$ cat config.mk
export PLATFORM = sky130hd
export DESIGN_NAME = i2c_wb_cmd_sequencer
export DESIGN_NICKNAME = d
export VERILOG_FILES = /design/src/rtl/i2c_wb_cmd_sequencer.sv
export SDC_FILE = /design/constraint.sdc
export NUM_CORES = 1
export LEC_CHECK = 0
export CAP_MARGIN = 20
export CORE_ASPECT_RATIO = 0.7
export CORE_MARGIN = 1
export CORE_UTILIZATION = 24
export CTS_CLUSTER_SIZE = 10
export DETAILED_ROUTE_END_ITERATION = 8
export PLACE_DENSITY = 0.54
export SLEW_MARGIN = 10
export SYNTH_ARGS = -nofsm -noshare
export SYNTH_HDL_FRONTEND = slang
export SYNTH_SLANG_ARGS = --single-unit
$ cat constraint.sdc
create_clock -name clk_i -period 2.4 [get_ports clk_i]
set_input_delay 0.36 -clock clk_i [delete_from_list [all_inputs] [get_ports clk_i]]
set_output_delay 0.36 -clock clk_i [all_outputs]
set_load 0.05 [all_outputs]
$ cat src/rtl/i2c_wb_cmd_sequencer.sv
// Purpose : Wishbone master that drives an iicmb_m_wb I2C controller through one
//           complete write transaction per request (bus select, start, address,
//           payload bytes, stop) and reports a completion status.
// Latency : 2 cycles per register access minimum (issue + ack), plus the core's
//           irq wait after every byte-level command; done_o one cycle after DONE.
// Backpressure: one request in flight (req_ready_o low from accept until the cycle
//           after done_o); payload bytes are pulled one at a time via data_ready_o
//           and the sequencer stalls with the bus idle while data_valid_i is low.
//
// Ports:
//   clk_i, rst_i                 clock, synchronous active-high reset
//   req_valid_i/req_ready_o      request handshake with req_bus_i/req_addr_i/req_len_i
//   data_valid_i/data_ready_o    payload byte handshake with data_i
//   done_o/status_o/busy_o       completion pulse, result code, in-progress flag
//   cyc_o/stb_o/we_o/adr_o/dat_o Wishbone master outputs; ack_i/dat_i inputs
//   irq_i                        controller interrupt, sampled as a level
//
// Optional feature: define I2C_SEQ_IRQ_TIMEOUT_EN to add an irq watchdog of
// TIMEOUT_CYCLES cycles that ends the transaction with status 4.

module i2c_wb_cmd_sequencer #(
    parameter int WB_ADDR_WIDTH  = 2,
    parameter int WB_DATA_WIDTH  = 8,
    parameter int I2C_ADDR_WIDTH = 7
`ifdef I2C_SEQ_IRQ_TIMEOUT_EN
    ,
    parameter int TIMEOUT_CYCLES = 65535
`endif
) (
    input  logic                      clk_i,
    input  logic                      rst_i,
    input  logic                      req_valid_i,
    output logic                      req_ready_o,
    input  logic [3:0]                req_bus_i,
    input  logic [I2C_ADDR_WIDTH-1:0] req_addr_i,
    input  logic [5:0]                req_len_i,
    input  logic                      data_valid_i,
    output logic                      data_ready_o,
    input  logic [7:0]                data_i,
    output logic                      done_o,
    output logic [2:0]                status_o,
    output logic                      busy_o,
    output logic                      cyc_o,
    output logic                      stb_o,
    output logic                      we_o,
    output logic [WB_ADDR_WIDTH-1:0]  adr_o,
    output logic [WB_DATA_WIDTH-1:0]  dat_o,
    input  logic                      ack_i,
    input  logic [WB_DATA_WIDTH-1:0]  dat_i,
    input  logic                      irq_i
);

    localparam logic [3:0] S_IDLE      = 4'd0;
    localparam logic [3:0] S_EN_CORE   = 4'd1;
    localparam logic [3:0] S_BUS_DPR   = 4'd2;
    localparam logic [3:0] S_BUS_CMD   = 4'd3;
    localparam logic [3:0] S_START_CMD = 4'd4;
    localparam logic [3:0] S_ADDR_DPR  = 4'd5;
    localparam logic [3:0] S_ADDR_CMD  = 4'd6;
    localparam logic [3:0] S_DATA_WAIT = 4'd7;
    localparam logic [3:0] S_DATA_DPR  = 4'd8;
    localparam logic [3:0] S_DATA_CMD  = 4'd9;
    localparam logic [3:0] S_STOP_CMD  = 4'd10;
    localparam logic [3:0] S_WAIT_IRQ  = 4'd11;
    localparam logic [3:0] S_READ_CMDR = 4'd12;
    localparam logic [3:0] S_DONE      = 4'd13;

    localparam logic [WB_ADDR_WIDTH-1:0] A_CSR  = WB_ADDR_WIDTH'(0);
    localparam logic [WB_ADDR_WIDTH-1:0] A_DPR  = WB_ADDR_WIDTH'(1);
    localparam logic [WB_ADDR_WIDTH-1:0] A_CMDR = WB_ADDR_WIDTH'(2);

    localparam logic [WB_DATA_WIDTH-1:0] CSR_ENABLE  = WB_DATA_WIDTH'(8'hC0);
    localparam logic [WB_DATA_WIDTH-1:0] CMD_SET_BUS = WB_DATA_WIDTH'(8'h06);
    localparam logic [WB_DATA_WIDTH-1:0] CMD_START   = WB_DATA_WIDTH'(8'h04);
    localparam logic [WB_DATA_WIDTH-1:0] CMD_WRITE   = WB_DATA_WIDTH'(8'h01);
    localparam logic [WB_DATA_WIDTH-1:0] CMD_STOP    = WB_DATA_WIDTH'(8'h05);

    logic [3:0]                state;
    logic [3:0]                ret_state;
    logic                      core_en;
    logic [3:0]                bus_q;
    logic [I2C_ADDR_WIDTH-1:0] addr_q;
    logic [5:0]                remaining;
    logic [7:0]                byte_q;

    logic                      acc_req;
    logic                      acc_we;
    logic [WB_ADDR_WIDTH-1:0]  acc_adr;
    logic [WB_DATA_WIDTH-1:0]  acc_dat;
    logic                      ack_evt;

    // CMDR command-code field is echoed back on reads but only the flags matter.
    logic                      cmdr_code_unused;
    assign cmdr_code_unused = ^dat_i[3:0];

`ifdef I2C_SEQ_IRQ_TIMEOUT_EN
    localparam logic [15:0] TMO_LAST = 16'(TIMEOUT_CYCLES - 1);
    logic [15:0] tmo_cnt;
`endif

    assign data_ready_o = (state == S_DATA_WAIT);
    assign ack_evt      = cyc_o && ack_i;

    // Register access owed by the current state; issued once while the bus is idle.
    always_comb begin
        acc_req = 1'b0;
        acc_we  = 1'b1;
        acc_adr = A_CSR;
        acc_dat = '0;
        case (state)
            S_EN_CORE:   begin acc_req = 1'b1; acc_adr = A_CSR;  acc_dat = CSR_ENABLE; end
            S_BUS_DPR:   begin acc_req = 1'b1; acc_adr = A_DPR;  acc_dat = WB_DATA_WIDTH'(bus_q); end
            S_BUS_CMD:   begin acc_req = 1'b1; acc_adr = A_CMDR; acc_dat = CMD_SET_BUS; end
            S_START_CMD: begin acc_req = 1'b1; acc_adr = A_CMDR; acc_dat = CMD_START; end
            S_ADDR_DPR:  begin acc_req = 1'b1; acc_adr = A_DPR;  acc_dat = WB_DATA_WIDTH'({addr_q, 1'b0}); end
            S_ADDR_CMD,
            S_DATA_CMD:  begin acc_req = 1'b1; acc_adr = A_CMDR; acc_dat = CMD_WRITE; end
            S_DATA_DPR:  begin acc_req = 1'b1; acc_adr = A_DPR;  acc_dat = WB_DATA_WIDTH'(byte_q); end
            S_STOP_CMD:  begin acc_req = 1'b1; acc_adr = A_CMDR; acc_dat = CMD_STOP; end
            S_READ_CMDR: begin acc_req = 1'b1; acc_we = 1'b0;    acc_adr = A_CMDR; end
            default:     ;
        endcase
    end

    always_ff @(posedge clk_i) begin
        if (rst_i) begin
            state       <= S_IDLE;
            ret_state   <= S_IDLE;
            core_en     <= 1'b0;
            bus_q       <= '0;
            addr_q      <= '0;
            remaining   <= '0;
            byte_q      <= '0;
            req_ready_o <= 1'b1;
            done_o      <= 1'b0;
            status_o    <= 3'd0;
            busy_o      <= 1'b0;
            cyc_o       <= 1'b0;
            stb_o       <= 1'b0;
            we_o        <= 1'b0;
            adr_o       <= '0;
            dat_o       <= '0;
`ifdef I2C_SEQ_IRQ_TIMEOUT_EN
            tmo_cnt     <= '0;
`endif
        end else begin
            done_o <= 1'b0;

            // Every access state leaves on its ack, so an idle bus in an access
            // state always means its access has not been issued yet; this also
            // guarantees one idle cycle between back-to-back accesses.
            if (acc_req && !cyc_o) begin
                cyc_o <= 1'b1;
                stb_o <= 1'b1;
                we_o  <= acc_we;
                adr_o <= acc_adr;
                dat_o <= acc_dat;
            end else if (ack_evt) begin
                cyc_o <= 1'b0;
                stb_o <= 1'b0;
                we_o  <= 1'b0;
                adr_o <= '0;
                dat_o <= '0;
            end

            case (state)
                S_IDLE: begin
                    req_ready_o <= 1'b1;
                    if (req_valid_i && req_ready_o) begin
                        bus_q       <= req_bus_i;
                        addr_q      <= req_addr_i;
                        remaining   <= req_len_i;
                        req_ready_o <= 1'b0;
                        busy_o      <= 1'b1;
                        status_o    <= 3'd0;
                        state       <= core_en ? S_BUS_DPR : S_EN_CORE;
                    end
                end
                S_EN_CORE: if (ack_evt) begin
                    core_en <= 1'b1;
                    state   <= S_BUS_DPR;
                end
                S_BUS_DPR:  if (ack_evt) state <= S_BUS_CMD;
                S_ADDR_DPR: if (ack_evt) state <= S_ADDR_CMD;
                S_DATA_DPR: if (ack_evt) state <= S_DATA_CMD;
                S_BUS_CMD, S_START_CMD, S_ADDR_CMD, S_DATA_CMD, S_STOP_CMD: if (ack_evt) begin
                    state <= S_WAIT_IRQ;
`ifdef I2C_SEQ_IRQ_TIMEOUT_EN
                    tmo_cnt <= '0;
`endif
                    case (state)
                        S_BUS_CMD:   ret_state <= S_START_CMD;
                        S_START_CMD: ret_state <= S_ADDR_DPR;
                        S_STOP_CMD:  ret_state <= S_DONE;
                        default:     ret_state <= (remaining == 6'd0) ? S_STOP_CMD : S_DATA_WAIT;
                    endcase
                end
                S_DATA_WAIT: if (data_valid_i) begin
                    byte_q    <= data_i;
                    remaining <= remaining - 6'd1;
                    state     <= S_DATA_DPR;
                end
                S_WAIT_IRQ: begin
                    if (irq_i) begin
                        state <= S_READ_CMDR;
`ifdef I2C_SEQ_IRQ_TIMEOUT_EN
                    end else if (tmo_cnt == TMO_LAST) begin
                        // Core state is unknown after a hang; force CSR rewrite next time.
                        status_o <= 3'd4;
                        core_en  <= 1'b0;
                        state    <= S_DONE;
                    end else begin
                        tmo_cnt <= tmo_cnt + 16'd1;
`endif
                    end
                end
                S_READ_CMDR: if (ack_evt) begin
                    if (ret_state == S_DONE) begin
                        // Stop readback never overrides an earlier result.
                        state <= S_DONE;
                    end else if (dat_i[5]) begin
                        status_o <= 3'd2;
                        state    <= S_DONE;
                    end else if (dat_i[4]) begin
                        status_o <= 3'd3;
                        state    <= S_DONE;
                    end else if (dat_i[6]) begin
                        status_o <= 3'd1;
                        state    <= S_STOP_CMD;
                    end else if (dat_i[7]) begin
                        state <= ret_state;
                    end else begin
                        // No completion flag at all: the core is not behaving.
                        status_o <= 3'd3;
                        state    <= S_DONE;
                    end
                end
                S_DONE: begin
                    done_o <= 1'b1;
                    busy_o <= 1'b0;
                    state  <= S_IDLE;
                end
                default: state <= S_IDLE;
            endcase
        end
    end

endmodule

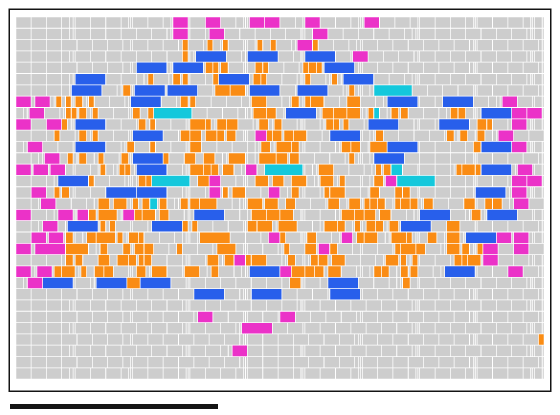
*Placed cells, one color a class*
The bar under the picture is 50 um long. Fill, decap, tap and diode cells in gray.
all other logic -> orange  # cells 262, share of their area 47%
flip-flops -> blue  # cells 51, share of their area 30%
other buffers and delay cells -> magenta  # cells 67, share of their area 19%
clock drivers and dummy loads -> cyan  # cells 8, share of their area 4.1%
Core Area: 11,050 um^2
Site Rows: 32
core utilization of the finished layout: 0.3257

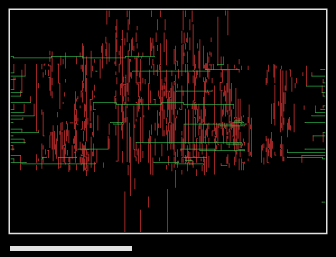
*Routed metal, one color a layer*
The bar under the picture is 50 um long. Two of the layers only.
met3 -> green  # wire length 577 um
met2 -> red  # wire length 3,100 um
Routed WL per cell: 15.37 um
wire length reported by the detailed router: 8315 um
number of vias after detailed routing: 2,740

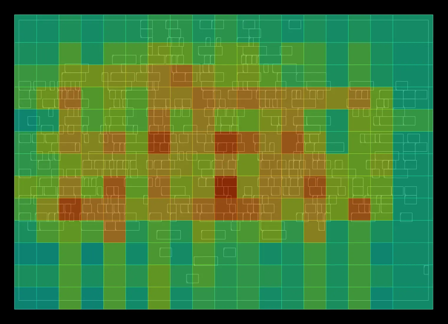
*Routing congestion map*
Most Used Layer, Global Route: met1
global-route met1 utilization: 0.2390
Global Route Usage Sum: 0.1448
met2 GRT Util: 0.1809
global-route track usage on met3: 0.03300

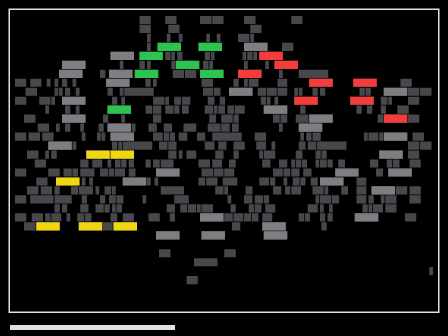
*Sequential cells colored by netlist name*
The bar under the picture is 50 um long. Other sequential cells in the stronger gray, the rest of the logic in the fainter gray.
addr_q -> green  # placed flops 7
dat_o -> red  # placed flops 8
remaining -> yellow  # placed flops 6
power consumed by sequential cells: 1240 uW
FF+latch area: 1021 um^2
Seq/total area: 0.2836

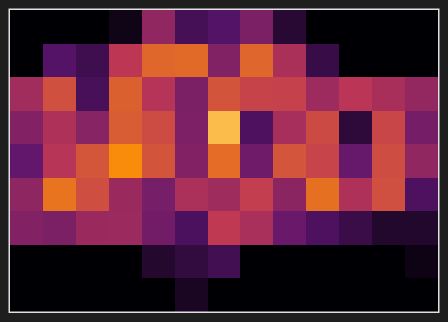
*Cell area per tile*
The die is cut into 13 by 9 equal tiles; black is low, pale yellow is high, 0 to 100% covered.
fullest tile = 86%
emptiest ninth of the die = lower right
tiles over 75% full = 1.7%
mean over tiles = 29%
nearly empty tiles = 27%
fraction of the core area occupied by cells at floorplan: 0.2481

==> run notes <==
The run has ended; figures from its reports follow.

The flow ran to the end, and the final reports show no timing, DRC or antenna violations. The critical path endpoint has a required time of 2.04 ns. STA reports a reg2reg setup slack of 0.35 ns.

The count of buffer and inverter cells on the critical path came out at 1. The worst-case clock skew came out at around 0.0045 ns. The number of routed nets with antenna violations came out at 0. TritonRoute reported its final design rule violation total as 0. The number of instances in the synthesized netlist came out at 341. The net count of the mapped netlist came out at 382. The count of endpoints failing setup in the final report came out at 0.

The cell sequence reported for the critical path is and4b_1 -> buf_12. The biggest cell delay along the critical path is 0.71 ns. The latest clock arrival within the worst-skew pair is just under 0.3 ns. The chip height is 91.42 um. The area used by multi-input combinational logic came out at roughly 1600 um^2. The share of the yosys chip area belonging to registers came out at 0.3724. Setup repair after global routing left no endpoint under its margin. Per the OpenROAD power report, leakage power amounts to 0.001216 uW. The fraction of power spent switching nets is 0.4531. The number of H-tree levels is 2.

The routed design could run at a clock period as short as 2.091 ns. The most critical setup path has its endpoint at data_ready_o. The peak supply drop came out at 0.0005173 V. Tracing the worst setup path back leads to its startpoint at state[0]. The critical path in this run is classified as flip-flop to primary output. The wire length of the first global-routing pass is between 10,000 and 15,000 um.

The cell area after synthesis came out at roughly 2700 um^2. In the final layout, the registers with the most flip-flops are byte_q (8), dat_o (8), addr_q (7). The post-synthesis chip area from yosys came out at between 2000 and 3000 um^2.

The root cell of the clock tree is sky130_fd_sc_hd__clkbuf_16. The number of flops mapped to enable cells by yosys is 0. The final-report max-slew violation count is 0. In this build the clock could be raised as far as around 480 MHz. The count of final hold-check violations is 0. The post-route clock period utilization came out at 0.8713.

The mean area per synthesized cell came out at 8.039 um^2. The uppermost metal layer occupied by signal nets is met4. The mux share of post-synthesis cell area is 0.01461. The relative area change from synthesis to final layout came out at 31.31%. The worst setup path is captured at a primary output.

The dominant kind of combinational cell is AND-OR/OR-AND gates. The total negative setup slack came out at 0 ns. The largest individual stage delay along the critical path comes from the cell sky130_fd_sc_hd__dfxtp_1. The internal power is approximately 2200 uW.

The count of cells resized by post-cts repair is 0. The clock edge transition at the registers on the reported setup and hold paths came out at 0.07 ns. Per the timing report, the most critical flop-to-flop path finishes at state[3]. The number of buffers inserted to repair setup after CTS came out at 0.

The placed wire-length estimate after detailed placement is 6270 um. The cell-mix breakdown from Yosys lists the simple-gate area share as 0.2620. Looking at the clock tree report, the maximum root-to-sink buffer count equals 2.

The number of cells in the yosys synthesis report came out at 341. The end point of the most critical hold path is addr_q[5]. The AND-OR/OR-AND share of the synthesized area came out at 0.2729. The initial antenna violation count came out at 0.

By instance count after routing, the leading logic cell type is sky130_fd_sc_hd__clkdlybuf4s50_1. The fraction of final layout cells sized beyond drive strength 1 came out at 0.08505. The finished layout cell area is ~3600 um^2. The remaining global-route overflow came out at 0. The number of logic stages on the critical path including buffering is 2. The post-CTS hold buffer count recorded in the log is 0.

From left edge to right edge, the die measures 129.7 um. The detailed route wirelength on metal2 came out at 3097 um. The number of placed instances, taps included, is 533. The launch point of the worst hold path is addr_q[5]. The via count of the first global-routing pass is between 2,000 and 2,500. The number of detailed-route iterations in the first pass came out at 4. The number of distinct library cells after synthesis came out at 64. The number of warnings reported in the stage logs is 31. Looking at the group totals, the largest power group turns out to be combinational logic. The non-filler instance count after layout is 541.

The post-synthesis share of cell area spent on full adders, half adders and majority gates is 0.01278. After floorplanning, the die was sized to cover 11,860 um^2. The routed length on met3 is 577 um. The critical-path maximum fanout is 18. The number of buffers inserted by port buffering came out at 53. The combinational group power came out at 2090 uW.

TritonCTS built the clock tree. The power report lists the clock group at between 700 and 800 uW. The number of flip-flops and latches in the synthesized netlist is 51. The area fraction in xor and xnor cells came out at 0.003195. The relative max-transition margin came out at 0.5887.

The largest net degree at the start of global routing is 50. The via-per-instance ratio is 5.065. The number of clock sinks seen by CTS came out at 51. The library cells used most frequently in the layout, excluding fill and tap cells, are sky130_fd_sc_hd__clkdlybuf4s50_1 (52), sky130_fd_sc_hd__nand2_1 (51), sky130_fd_sc_hd__dfxtp_1 (51). The global placement routability congestion came out at 0.8234.

For this block, wires on met1 add up to 4594 um. STA classifies the critical path startpoint as a flip-flop. 0 antenna diodes ended up in the layout. The I/O pin count came out at just under 60. The fraction of registers with async set or reset after synthesis came out at 0. The number of DRC violations after detailed-routing iteration 0 came out at 229. The endpoint arrival time on the critical path came out at 1.73 ns. The pin slew with the least headroom to its limit is 0.6162 ns. The number of filler instances in the final layout came out at about 1,200. Broken down by cell family, the worst path's largest delay share belongs to flip-flops. The number of buffers created by CTS came out at 5. Detailed placement reports a standard cell area of 3458 um^2. The combinational fraction of design power came out at 0.518. The cell count of the worst hold path is 2.

Post-synth the commonest register cell is sky130_fd_sc_hd__dfxtp_1. The switching component of the power was reported as 1829 uW. The tally of yosys warning messages is 0.

For the worst flop-to-flop path, the logic depth is 5. The sequential group share of total power came out at 0.307. The worst min-delay path class is flip-flop to flip-flop. Looking at the reg2reg group, the worst path starts from state[1]. The tally of max-capacitance violations came out at 0. The part of the total power dissipated in the clock network is 0.175. Total power normalized to cell area comes to about 1100 nW/um^2.

After the last flow step, the layout net total stands at 428.
-- cell usage after synthesis (4+ instances only) --
library cell	n	area (um^2)
sky130_fd_sc_hd__inv_1	9	33.78
sky130_fd_sc_hd__o21ai_0	11	55.05
sky130_fd_sc_hd__o211ai_1	5	37.54
sky130_fd_sc_hd__nand2_1	51	191.4
sky130_fd_sc_hd__nand3_1	11	55.05
sky130_fd_sc_hd__a31oi_1	7	43.79
sky130_fd_sc_hd__a32oi_1	5	43.79
sky130_fd_sc_hd__mux2i_1	4	40.04
sky130_fd_sc_hd__a21oi_1	41	205.2
sky130_fd_sc_hd__buf_2	13	65.06
sky130_fd_sc_hd__a32o_1	4	40.04
sky130_fd_sc_hd__nand4_1	4	25.02
sky130_fd_sc_hd__nor2_1	16	60.06
sky130_fd_sc_hd__dfxtp_1	51	1021
sky130_fd_sc_hd__nor3_1	5	25.02
sky130_fd_sc_hd__o311ai_0	4	35.03
sky130_fd_sc_hd__clkbuf_1	11	41.29
sky130_fd_sc_hd__nand2b_1	11	68.82
sky130_fd_sc_hd__nor3b_1	4	30.03
sky130_fd_sc_hd__a311oi_1	4	35.03
-- through the flow --
stage / hold slack, ns / setup WS (ns) / power, uW
6_report: 0.4574 / 0.3089 / 4037
5_1_grt: 0.4716 / 0.1518 / 4317
4_1_cts: 0.4612 / 0.3288 / 4037
3_5_place_dp: 0.4510 / 0.3635 / 3319
3_3_place_gp: 0.4501 / 0.3902 / 3309
2_1_floorplan: 0.4312 / 0.5228 / 2700
-- area by class of cell --
type                            instances  area share
Clock buffer                            6     0.03580
Clock inverter                          2    0.003476
Inverter                                9    0.009385
Multi-Input combinational cell        253      0.4317
Sequential cell                        51      0.2836
Tap cell                              153     0.05318
Timing Repair Buffer                   67      0.1828
Power is estimated from default activity; no workload was simulated.
